`config.mk`:
```
export PLATFORM = sky130hd
export DESIGN_NAME = wbs_mem_responder
export DESIGN_NICKNAME = d
export VERILOG_FILES = /design/src/rtl/wbs_mem_responder.sv
export SDC_FILE = /design/constraint.sdc
export NUM_CORES = 1
export LEC_CHECK = 0
export ABC_AREA = 1
export CAP_MARGIN = 20
export CELL_PAD_IN_SITES_DETAIL_PLACEMENT = 1
export CELL_PAD_IN_SITES_GLOBAL_PLACEMENT = 1
export CORE_ASPECT_RATIO = 0.7
export CORE_MARGIN = 2
export CORE_UTILIZATION = 28
export CTS_CLUSTER_DIAMETER = 40
export DETAILED_ROUTE_END_ITERATION = 10
export PLACE_DENSITY_LB_ADDON = 0.1
export SLEW_MARGIN = 40
export SYNTH_ARGS = -nofsm -noshare
export SYNTH_HDL_FRONTEND = slang
export SYNTH_SLANG_ARGS = --single-unit
```
`constraint.sdc`:
```
create_clock -name wb_clk_i -period 2.4 [get_ports wb_clk_i]
set_clock_uncertainty 0.15 [all_clocks]
set_input_delay 0.6 -clock wb_clk_i [delete_from_list [all_inputs] [get_ports wb_clk_i]]
set_output_delay 0.6 -clock wb_clk_i [all_outputs]
set_load 0.01 [all_outputs]
```
`src/rtl/wbs_mem_responder.sv`:
```
// Wishbone slave for the ANN accelerator: CSRs plus query/leaf/best/node SRAM windows.
// Define WBS_ADDR_TRAP_EN to add a sticky unmapped-access error register at 0x3000_0014.
module wbs_mem_responder #(
    parameter int MEM_ADDR_W  = 12,
    parameter int MEM_DATA_W  = 64,
    parameter int NODE_DATA_W = 22
) (
    input  logic                  wb_clk_i,
    input  logic                  wb_rst_i,
    input  logic                  wbs_stb_i,
    input  logic                  wbs_cyc_i,
    input  logic                  wbs_we_i,
    input  logic [3:0]            wbs_sel_i,
    input  logic [31:0]           wbs_adr_i,
    input  logic [31:0]           wbs_dat_i,
    output logic                  wbs_ack_o,
    output logic [31:0]           wbs_dat_o,
    output logic [3:0]            mem_csb,
    output logic                  mem_web,
    output logic [MEM_ADDR_W-1:0] mem_addr,
    output logic [MEM_DATA_W-1:0] mem_wdata,
    input  logic [MEM_DATA_W-1:0] query_rdata,
    input  logic [MEM_DATA_W-1:0] leaf_rdata,
    input  logic [MEM_DATA_W-1:0] best_rdata,
    input  logic [NODE_DATA_W-1:0] node_rdata,
    output logic                  mode,
    output logic                  debug,
    output logic                  fsm_start,
    input  logic                  fsm_done,
    input  logic                  fsm_busy
);

`ifdef WBS_ADDR_TRAP_EN
    localparam bit          TRAP_EN        = 1'b1;
    localparam logic [31:0] UNMAPPED_RDATA = 32'hBADD_0ADD;
`else
    localparam bit          TRAP_EN        = 1'b0;
    localparam logic [31:0] UNMAPPED_RDATA = 32'h0000_0000;
`endif

    localparam logic [15:0] PG_REG  = 16'h3000;
    localparam logic [15:0] PG_QRY  = 16'h3001;
    localparam logic [15:0] PG_LEAF = 16'h3002;
    localparam logic [15:0] PG_BEST = 16'h3003;
    localparam logic [15:0] PG_NODE = 16'h3004;

    typedef enum logic [1:0] {
        S_IDLE,
        S_MEM_RD,
        S_RD_CAP,
        S_ACK
    } state_t;

    state_t state_q, state_d;

    logic                  ack_d, start_d;
    logic [31:0]           dat_d;
    logic [3:0]            csb_d;
    logic                  web_d;
    logic [MEM_ADDR_W-1:0] addr_d;
    logic [MEM_DATA_W-1:0] wdata_d;
    logic                  mode_d, debug_d;
    logic                  done_q, done_clr;
    logic                  err_q, err_set, err_clr;
    logic [31:0]           hold_q, hold_d;
    logic [3:0]            rd_sel_q, rd_sel_d;
    logic                  rd_hi_q, rd_hi_d;

    logic                  req;
    logic [15:0]           page;
    logic [2:0]            reg_off;
    logic [MEM_ADDR_W-1:0] word;
    logic                  half_hi;
    logic                  out_of_range;
    logic [3:0]            region;
    logic                  is_mem, is_reg, unmapped;
    logic [31:0]           reg_rdata;
    logic [31:0]           cap_data;
    logic [MEM_DATA_W-1:0] cap_src;
    logic                  unused_ok;

    assign req          = wbs_cyc_i & wbs_stb_i;
    assign page         = wbs_adr_i[31:16];
    assign reg_off      = wbs_adr_i[4:2];
    assign word         = wbs_adr_i[MEM_ADDR_W+1:2];
    assign half_hi      = wbs_adr_i[1];
    assign out_of_range = |wbs_adr_i[15:MEM_ADDR_W+2];
    assign unused_ok    = ^{wbs_sel_i, wbs_adr_i[0]};

    assign region = {page == PG_NODE, page == PG_BEST,
                     page == PG_LEAF, page == PG_QRY};
    assign is_mem = (|region) & ~out_of_range;
    assign is_reg = (page == PG_REG) &
                    ((reg_off <= 3'd4) || (TRAP_EN && reg_off == 3'd5));
    assign unmapped = ~is_mem & ~is_reg;

    always_comb begin
        reg_rdata = '0;
        case (reg_off)
            3'd0:    reg_rdata[0] = mode;
            3'd1:    reg_rdata[0] = debug;
            3'd2:    reg_rdata[0] = done_q;
            3'd4:    reg_rdata[0] = fsm_busy;
            3'd5:    reg_rdata[0] = err_q;
            default: reg_rdata    = '0;
        endcase
    end

    // Node words are narrow and have no halves; other regions pick a 32-bit half.
    always_comb begin
        cap_src  = best_rdata;
        cap_data = '0;
        if (rd_sel_q[0]) begin
            cap_src = query_rdata;
        end else if (rd_sel_q[1]) begin
            cap_src = leaf_rdata;
        end
        if (rd_sel_q[3]) begin
            cap_data = {{(32-NODE_DATA_W){1'b0}}, node_rdata};
        end else if (rd_hi_q) begin
            cap_data = cap_src[32 +: 32];
        end else begin
            cap_data = cap_src[0 +: 32];
        end
    end

    always_comb begin
        state_d  = state_q;
        ack_d    = 1'b0;
        dat_d    = wbs_dat_o;
        csb_d    = 4'hF;
        web_d    = 1'b1;
        addr_d   = mem_addr;
        wdata_d  = mem_wdata;
        mode_d   = mode;
        debug_d  = debug;
        start_d  = 1'b0;
        done_clr = 1'b0;
        err_set  = 1'b0;
        err_clr  = 1'b0;
        hold_d   = hold_q;
        rd_sel_d = rd_sel_q;
        rd_hi_d  = rd_hi_q;

        case (state_q)
            S_IDLE: begin
                if (req && wbs_we_i) begin
                    ack_d   = 1'b1;
                    state_d = S_ACK;
                    if (is_mem) begin
                        // The core owns the SRAMs while busy.
                        if (!fsm_busy) begin
                            if (region[3]) begin
                                csb_d   = ~region;
                                web_d   = 1'b0;
                                addr_d  = word;
                                wdata_d = {{(MEM_DATA_W-NODE_DATA_W){1'b0}},
                                           wbs_dat_i[NODE_DATA_W-1:0]};
                            end else if (!half_hi) begin
                                hold_d = wbs_dat_i;
                            end else begin
                                csb_d   = ~region;
                                web_d   = 1'b0;
                                addr_d  = word;
                                wdata_d = {wbs_dat_i, hold_q};
                            end
                        end
                    end else if (is_reg) begin
                        case (reg_off)
                            3'd0:    mode_d   = wbs_dat_i[0];
                            3'd1:    debug_d  = wbs_dat_i[0];
                            3'd2:    done_clr = wbs_dat_i[0];
                            3'd3:    start_d  = wbs_dat_i[0] & ~fsm_busy;
                            3'd5:    err_clr  = wbs_dat_i[0];
                            default: ;
                        endcase
                    end else begin
                        err_set = TRAP_EN;
                    end
                end else if (req) begin
                    if (is_mem && !fsm_busy) begin
                        csb_d    = ~region;
                        addr_d   = word;
                        rd_sel_d = region;
                        rd_hi_d  = half_hi;
                        state_d  = S_MEM_RD;
                    end else begin
                        ack_d   = 1'b1;
                        state_d = S_ACK;
                        err_set = TRAP_EN & unmapped;
                        if (is_mem) begin
                            dat_d = '0;
                        end else if (is_reg) begin
                            dat_d = reg_rdata;
                        end else begin
                            dat_d = UNMAPPED_RDATA;
                        end
                    end
                end
            end
            S_MEM_RD: begin
                state_d = wbs_cyc_i ? S_RD_CAP : S_IDLE;
            end
            S_RD_CAP: begin
                if (wbs_cyc_i) begin
                    ack_d   = 1'b1;
                    dat_d   = cap_data;
                    state_d = S_ACK;
                end else begin
                    state_d = S_IDLE;
                end
            end
            default: begin
                state_d = S_IDLE;
            end
        endcase
    end

    always_ff @(posedge wb_clk_i) begin
        if (wb_rst_i) begin
            state_q   <= S_IDLE;
            wbs_ack_o <= 1'b0;
            wbs_dat_o <= '0;
            mem_csb   <= 4'hF;
            mem_web   <= 1'b1;
            mem_addr  <= '0;
            mem_wdata <= '0;
            mode      <= 1'b0;
            debug     <= 1'b0;
            fsm_start <= 1'b0;
            done_q    <= 1'b0;
            err_q     <= 1'b0;
            hold_q    <= '0;
            rd_sel_q  <= '0;
            rd_hi_q   <= 1'b0;
        end else begin
            state_q   <= state_d;
            wbs_ack_o <= ack_d;
            wbs_dat_o <= dat_d;
            mem_csb   <= csb_d;
            mem_web   <= web_d;
            mem_addr  <= addr_d;
            mem_wdata <= wdata_d;
            mode      <= mode_d;
            debug     <= debug_d;
            fsm_start <= start_d;
            // A done pulse beats a same-cycle clear.
            done_q    <= fsm_done | (done_q & ~(done_clr | start_d));
            err_q     <= TRAP_EN & (err_set | (err_q & ~err_clr));
            hold_q    <= hold_d;
            rd_sel_q  <= rd_sel_d;
            rd_hi_q   <= rd_hi_d;
        end
    end

endmodule

```
Fig. 1: metal 1
The bar under the picture is 50 um long. Supply wires on this layer in grey.
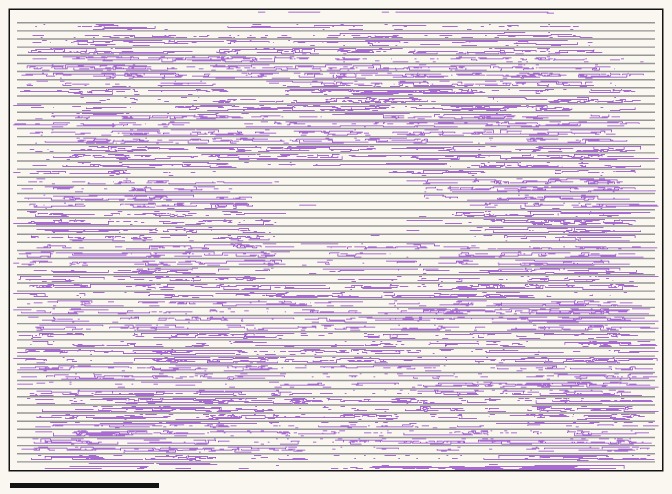
wire length on this layer: 18,300 um
nets with wire on the layer: 1,956
share of all routed wire: 46%
longest straight run: 71.3 um
main direction: horizontal

Fig. 2: met2 routing
Cells faint in the background.
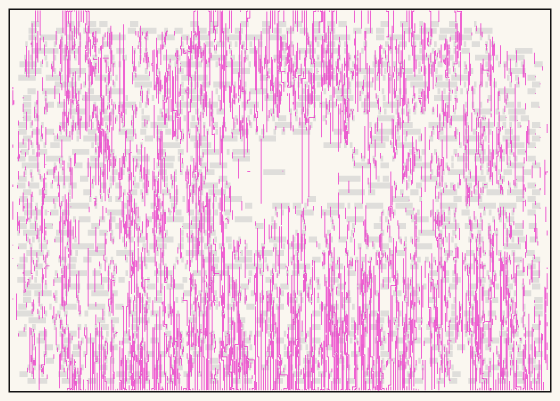
nets with wire on the layer: 1,793
wire length on this layer: 18,100 um

Fig. 3: M3 wires
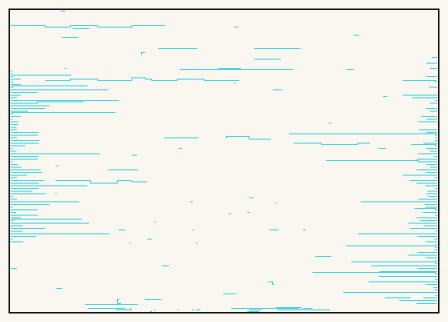
longest straight run: 74.5 um
wire length on this layer: 2,660 um
nets with wire on the layer: 185
share of all routed wire: 6.7%
main direction: horizontal

Fig. 4: signal wires on met4
The bar under the picture is 50 um long. Supply wires on this layer in grey.
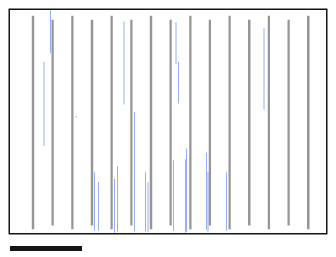
main direction: vertical
wire length on this layer: 860 um

Fig. 5: congestion heat map
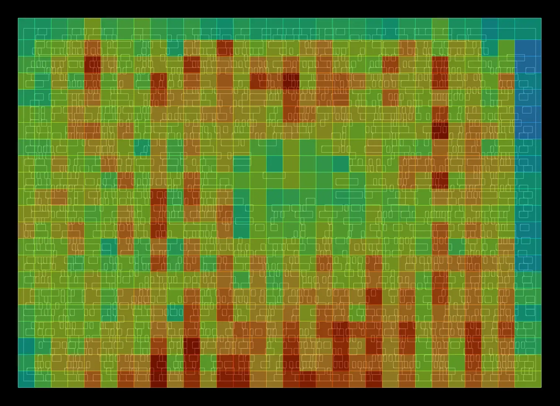
GRT met2 Usage: 38.5%
Finished Core Util: 45.9%
GRT met1 Usage: 30.7%
GRT busiest layer: met2
total track usage: 23.8%

==> impl_metrics.csv <==
group,metric,value,unit
outcome,status,"finished, final reports clean",
floorplanning,fp.dieW,218,um
clock_tree,cts_sinks,156,
place,io_buffers,400,
drt,drc_errors,0,
clock_tree,tritoncts,"built",
floorplanning,io_pins,406,
setup_path,ff2ff_setup_slack,0.52,ns
timing,setup_violations,0,
place,dp_slack,-0.445,ns
synth,syn_inst,1514,
floorplanning,die_y,154,um
timing,fmax,0.434,GHz
clock_tree,post_cts_buffers,0,
drt,wl,39.9,mm
drt,first_pass_iters,4,
synth,flop_cell,"dfxtp_1",
floorplanning,coreArea,0.0314,mm2
setup_path,worstSetupPathDepth,12,
setup_path,cp.required,2.62,ns
synth,ys_types,28,
power,powerDensity,489,mW/mm2
setup_path,path_delay_family,"buffers and inverters",
drt,post_drt_wl_per_cell,17.1,um
clock_tree,cts_buffer_depth,2,
timing,slew_headroom,62.3,%
clock_tree,clock_latency,0.44,ns
setup_path,worstPathCellList,"clkdlybuf4s50_1 > nor2_2 > nand2_1 > nor2_2 > nand2_2 > buf_4 > buf_12 > o21ai_0 > inv_1 > nand4_1 > nand2_1 > nor2_1",
## per-layer routing
metal | track usage, % | up-vias | share of wire [%] | wire [um]
met3 | 6.88 | 43 | 6.7 | 2660
met5 | 0 | - | 0.040 | 16
met4 | 6.64 | 2 | 2.2 | 859
li1 | - | 5513 | - | -
met1 | 30.7 | 5175 | 46 | 18300
met2 | 38.5 | 245 | 45 | 18100
## layout by cell type, fill, tap and decap left out, types with 2 or more instances in the layout
cell	instances
clkinv_2	2
nor2_1	291
a211oi_1	2
inv_1	141
nand3_1	123
nor2_4	3
nand2_1	447
nor2_2	6
diode_2	3
bufinv_16	4
inv_6	2
clkbuf_8	2
inv_2	3
dfxtp_2	2
o21ai_1	2
clkdlybuf4s50_1	399
buf_12	18
buf_4	40
clkinv_4	4
nand3_2	4
clkbuf_16	17
nand2_2	4
nand3b_1	10
nand4_1	31
a21oi_1	77
clkinvlp_4	2
o22ai_1	4
o21ai_0	66
o211ai_1	31
nor3_1	4
dfxtp_1	154
## logic make-up after synthesis
group	synth area share [%]
and+or+nand+nor	42.5
buffers and inverters	11.5
DFF	34.8
AOI/OAI and AO/OA	11.2
## state kept, by name, indices dropped and copies added, names as in the netlist, 2 cells and up
name / cells
wbs_dat_o: 32
mem_wdata: 64
mem_addr: 12
state_q: 2
hold_q: 32
mem_csb: 4
rd_sel_q: 3
## stage by stage
stage                     TNS, ns  power (mW)  instance area, um2
after detailed placement   -55.44        4.12               13700
after floorplan                 0        3.27                8980
final                           0        7.04               14400
after global placement     -42.25        4.09               13700
after global routing       -0.243        7.37               14400
after CTS                       0        7.12               14400
## cell type report
cell class / count / share of cell area [%]
diodes: 3 / 0.0521
well taps: 420 / 3.65
clock inverters: 13 / 1.31
flip-flops and latches: 156 / 21.7
multi-input cells: 1109 / 33.8
clock buffers: 19 / 3.15
inverters: 147 / 3.88
repair buffers: 459 / 32.5
## worst min path at each step
stage,cells after the start,slack [ns],endpoint,start
final,2,0.32,mem_wdata[57],mem_wdata[57]
after global routing,2,0.33,wbs_dat_o[21],wbs_dat_o[21]
after CTS,2,0.32,mem_wdata[60],mem_wdata[60]
after detailed placement,2,0.31,wbs_dat_o[21],wbs_dat_o[21]
after global placement,2,0.30,wbs_dat_o[3],wbs_dat_o[3]
after floorplan,2,0.31,done_q,done_q
## synth_stat cells, types with 4 or more instances
library cell	count	area [um2]
buf_1	6	22.5
buf_6	8	90.1
buf_2	26	130
o21ai_0	66	330
inv_1	141	529
nor2_2	7	43.8
nor2_1	293	1100
inv_2	5	18.8
nor3_1	4	20.0
dfxtp_1	156	3120
nand3b_1	10	75.1
nand3_1	125	626
nand2_1	449	1690
a21oi_1	77	385
o22ai_1	4	25.0
o211ai_1	31	233
nand4_1	31	194
clkbuf_1	60	225
## power breakdown
| group | internal (mW) | switching, mW |
|---|---|---|
| Sequential | 2.67 | 0.0430 |
| Combinational | 0.746 | 0.600 |
| Clock | 1.80 | 1.18 |
| Total | 5.22 | 1.82 |
## tightest hold or removal path: stages, from the launching register on
cell     delay, ns
dfxtp_1       0.31
nand3_1       0.07
nand2_1       0.04
## timing repair
item                       in CTS  in global routing
setup endpoints to repair       1                 98
hold buffers                    0                  0
gates resized                   1                  8
cloned                          0                  0
Power and IR drop assume default switching activity.
